==> config.mk <==
export PLATFORM = sky130hd
export DESIGN_NAME = point_stepper
export DESIGN_NICKNAME = d
export VERILOG_FILES = /design/src/rtl/physics_pkg.sv /design/src/rtl/point_stepper_regfile.sv /design/src/rtl/point_stepper.sv
export SDC_FILE = /design/constraint.sdc
export NUM_CORES = 1
export LEC_CHECK = 0
export CAP_MARGIN = 30
export CORE_ASPECT_RATIO = 1.4
export CORE_MARGIN = 3
export CORE_UTILIZATION = 32
export CTS_BUF_LIST = sky130_fd_sc_hd__clkbuf_16
export DETAILED_ROUTE_END_ITERATION = 8
export GPL_TIMING_DRIVEN = 1
export PLACE_DENSITY = 0.57
export SLEW_MARGIN = 0
export SYNTH_ARGS = -nofsm -noshare
export SYNTH_HDL_FRONTEND = slang
export SYNTH_SLANG_ARGS = --single-unit
==> constraint.sdc <==
create_clock -name clk_in -period 2.2 [get_ports clk_in]
set_input_delay 0.33 -clock clk_in [delete_from_list [all_inputs] [get_ports clk_in]]
set_output_delay 0.33 -clock clk_in [all_outputs]
set_load 0.05 [all_outputs]
==> run_1/wires.png <==
(1.5 px per um) Only two layers are drawn.
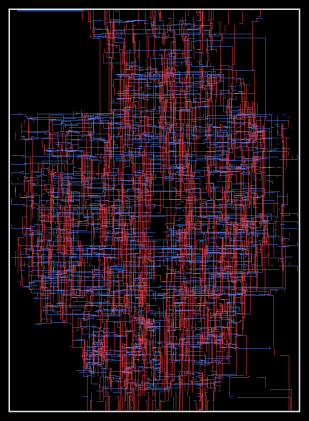
| layer | color | wire length |
|---|---|---|
| metal 2 | red | 23.3 mm |
| metal 1 | blue | 17000 um |
Post-Route WL: 42430 um
wire per inst: 22.43 um
vias: 9661

==> run_1/layer_met3.png <==
(1.5 px per um)
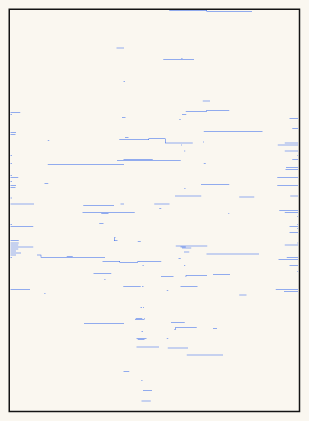
nets with wire on the layer: 87
wire length on this layer: 1140 um
Global Route met3 Usage: 2.056%

==> run_1/placement.png <==
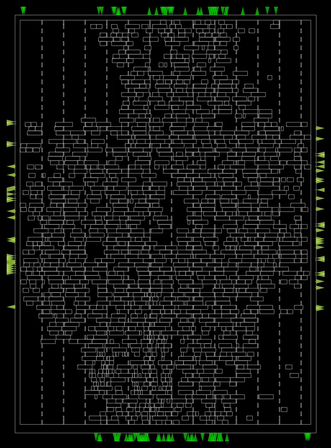
Final Util: 44.38%
row cnt: 95
flop share of the area: 37.85%

==> flow_summary.yaml, run 1 <==
# flow metrics
yosys:
  top_cell: "dfrtp_1"
  ys_top_cells_by_area: "dfrtp_1, mux2_2, mux4_2, mux2_1, mux2i_1"
  yosys-mux-area-fraction_pct: 40.67
  synth-adder-area-share_pct: 0.3212
  numSynthFlops: 322
  ys_chip_area_um2: 15580
routing:
  drt_iter0_drc: 312
cells_and_area:
  sh_comb_area_pct: 37.62
  lay_top_count: "dfrtp_1"
  signal_buffer_area_fraction_pct: 15.65
  antenna_cells: 0
  clock_area_share_pct: 5.096
  n_all_inverters: 5
  nets: 1322
  layout.cells.non_filler: 1892
run_status:
  violations: "setup timing"
  status: "finished with violations"
global_routing:
  grt_use_met2_pct: 28.79
  antenna_found_initial: 0
final_timing:
  setup_violations: 289
  slew_viol_final: 0
  min_period_ns: 2.666
  fin_ws_ns: -0.4660
  skew_ns: 0.01512
clock_tree:
  cts_setup_buffers: 15
  cts_root_buffer: "clkbuf_16"
  cts_tree: "done"
  clk_pin_slew_ns: 0.06
  clockBufferDepth: 3
  clk_latency_ns: 0.51
power_and_ir_drop:
  power.leakage_nw: 9.102
  p_per_area_nw_per_um2: 1635
  ir_worst_vdd_mv: 0.8692
floorplanning:
  core_um2: 48020
setup_path:
  critPathMaxFanout: 6
placed_design:
  dp_hpwl_um: 26410
## run 1: critical path, stage by stage, from the launching register on
cell and delay [ns]:
dfrtp_4 0.48, buf_12 0.16, clkbuf_16 0.16, mux4_2 0.50
mux2i_1 0.18, buf_4 0.15, nor2_4 0.03, buf_6 0.15
## run 1: kinds of logic (layout without fill, tap and decap cells)
family,Yosys count,in the layout
multiplexers,471,471
flip-flops,322,322
AND/OR/NAND/NOR,109,109
buffers and inverters,75,323
AND-OR/OR-AND,27,27
XOR/XNOR,6,6
adder cells (fa/ha/maj),4,4
## run 1: power by group
group	internal, mW	switching [mW]
Combinational	9.88	8.80
Sequential	8.78	1.73
Clock	3.27	2.39
==> run_1/flops_by_reg.png <==
(2 px per um) Other sequential cells in the stronger gray, the rest of the logic in the fainter gray.
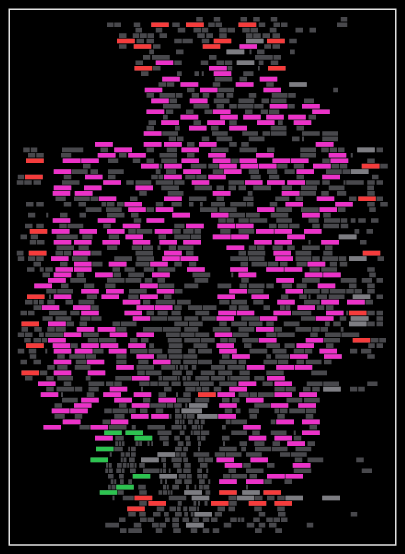

==> inputs of run 2 (changes only) <==
--- a/config.mk
+++ b/config.mk
@@ -7,12 +7,12 @@
 export LEC_CHECK = 0
 export CAP_MARGIN = 30
 export CORE_ASPECT_RATIO = 1.4
-export CORE_MARGIN = 3
 export CORE_UTILIZATION = 32
 export CTS_BUF_LIST = sky130_fd_sc_hd__clkbuf_16
 export DETAILED_ROUTE_END_ITERATION = 8
 export GPL_TIMING_DRIVEN = 1
 export PLACE_DENSITY = 0.57
+export SKIP_LAST_GASP = 1
 export SLEW_MARGIN = 0
 export SYNTH_ARGS = -nofsm -noshare
 export SYNTH_HDL_FRONTEND = slang
==> constraint.sdc (replaced) <==
create_clock -name clk_in -period 2.2 [get_ports clk_in]
set_input_delay 0.44 -clock clk_in [delete_from_list [all_inputs] [get_ports clk_in]]
set_output_delay 0.44 -clock clk_in [all_outputs]
set_load 0.05 [all_outputs]
==> run_2/flops_by_reg.png <==
(2 px per um) Other sequential cells in the stronger gray, the rest of the logic in the fainter gray.
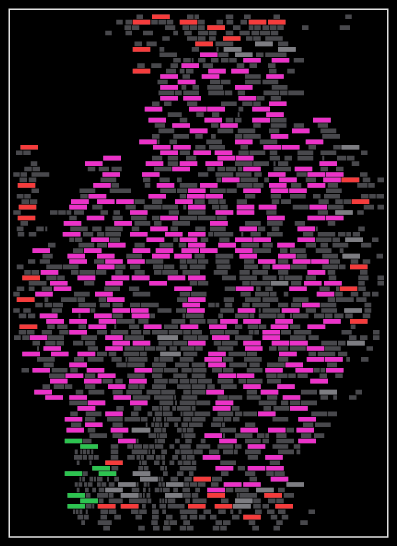
| netlist name | color | sequential cells |
|---|---|---|
| `cap_q` | red | 32 |
| `u_rf.mem_q` | magenta | 256 |
| `cnt_q` | green | 8 |
not colored: 26
Register Area: 8066 um^2
Flop+latch power: 10.5 mW
flop share of the area: 36.45%
Final Util: 46.08%

==> run 2 against run 1 <==
Against the previous run:
- die size is 3.5% lower
- count of clock-buffer cells in the layout is 2 higher
- utilization is 1.7 points higher
- combinational power is 5% higher
- global-route usage is 0.67 points higher
- the run still ends with setup timing left
- register-to-register slack better by 0.04 ns
- sequential power hardly changed
- sequential cell count stayed put
- via count is 1.6% higher
==> flow_summary.yaml, run 2 <==
# flow metrics
final_timing:
  min_period_ns: 2.783
  setup_violations: 292
  fin_ws_ns: -0.5828
setup_path:
  cp.depth: 8
  worst-path-buf-inv: 5
  slowest_stage: "dfrtp_4"
  path_cells: "buf_12 -> buf_12 -> buf_12 -> buf_6 -> mux4_2 -> mux2i_1 -> nor2_2 -> buf_6"
power_and_ir_drop:
  ir_worst_vdd_mv: 0.9814
  maxPowerGroup: "combinational cells"
  p_clk_mw: 6.02
  power.leakage_nw: 9.737
  seq_power_share_pct: 29.0
  p_per_area_nw_per_um2: 1637
  net-switching-power_mw: 13.43
  comb_power_mw: 19.7
  clkPwrFrac_pct: 16.6
  p_int_mw: 22.79
  swShare_pct: 37.07
yosys:
  top_cell: "dfrtp_1"
  ys_top_cells_by_area: "dfrtp_1, mux2_2, mux4_2, mux2_1, mux2i_1"
  yosys-mux-area-fraction_pct: 40.67
  numSynthFlops: 322
run_status:
  violations: "setup timing"
  status: "finished with violations"
cells_and_area:
  nets: 1348
  layout.cells.non_filler: 1923
global_routing:
  antenna_found_initial: 0
clock_tree:
  cts_tree: "done"
  cts_root_buffer: "clkbuf_16"
==> run_2/wires.png <==
(1.5 px per um) Only two layers are drawn.
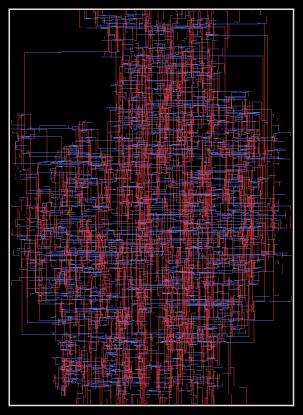
| layer | color | wire length |
|---|---|---|
| metal 2 | red | 24.3 mm |
| metal 1 | blue | 18100 um |
Post-Route WL: 44790 um
wire per inst: 23.29 um
GR Util All Layers: 16.23%
vias: 9814

==> run 2: final cells by class <==
| class | instances | share of cell area [%] |
|---|---|---|
| multi-input combinational | 617 | 37.96 |
| sequential | 322 | 36.45 |
| inverter | 5 | 0.08482 |
| tap | 630 | 3.562 |
| clock inverter | 28 | 0.8934 |
| timing repair buffer | 282 | 16.64 |
| clock buffer | 39 | 4.411 |
==> run 2: through the flow <==
step	setup slack (ns)	total power, mW	utilization (%)
floorplan	-0.3385	20.91	-
global placement	-0.4239	25.54	38.34
detailed placement	-0.4562	25.92	38.34
CTS	-0.6280	33.48	42.16
global route	-0.6359	38.06	46.08
finish	-0.5828	36.22	46.08
==> run 2: routing by layer <==
layer  wire, um  track usage, %
met2      24330           30.10
met3       1221           2.120
met1      18120           19.60
met5          0               0
met4       1120           4.054
Power and IR drop assume default switching activity.
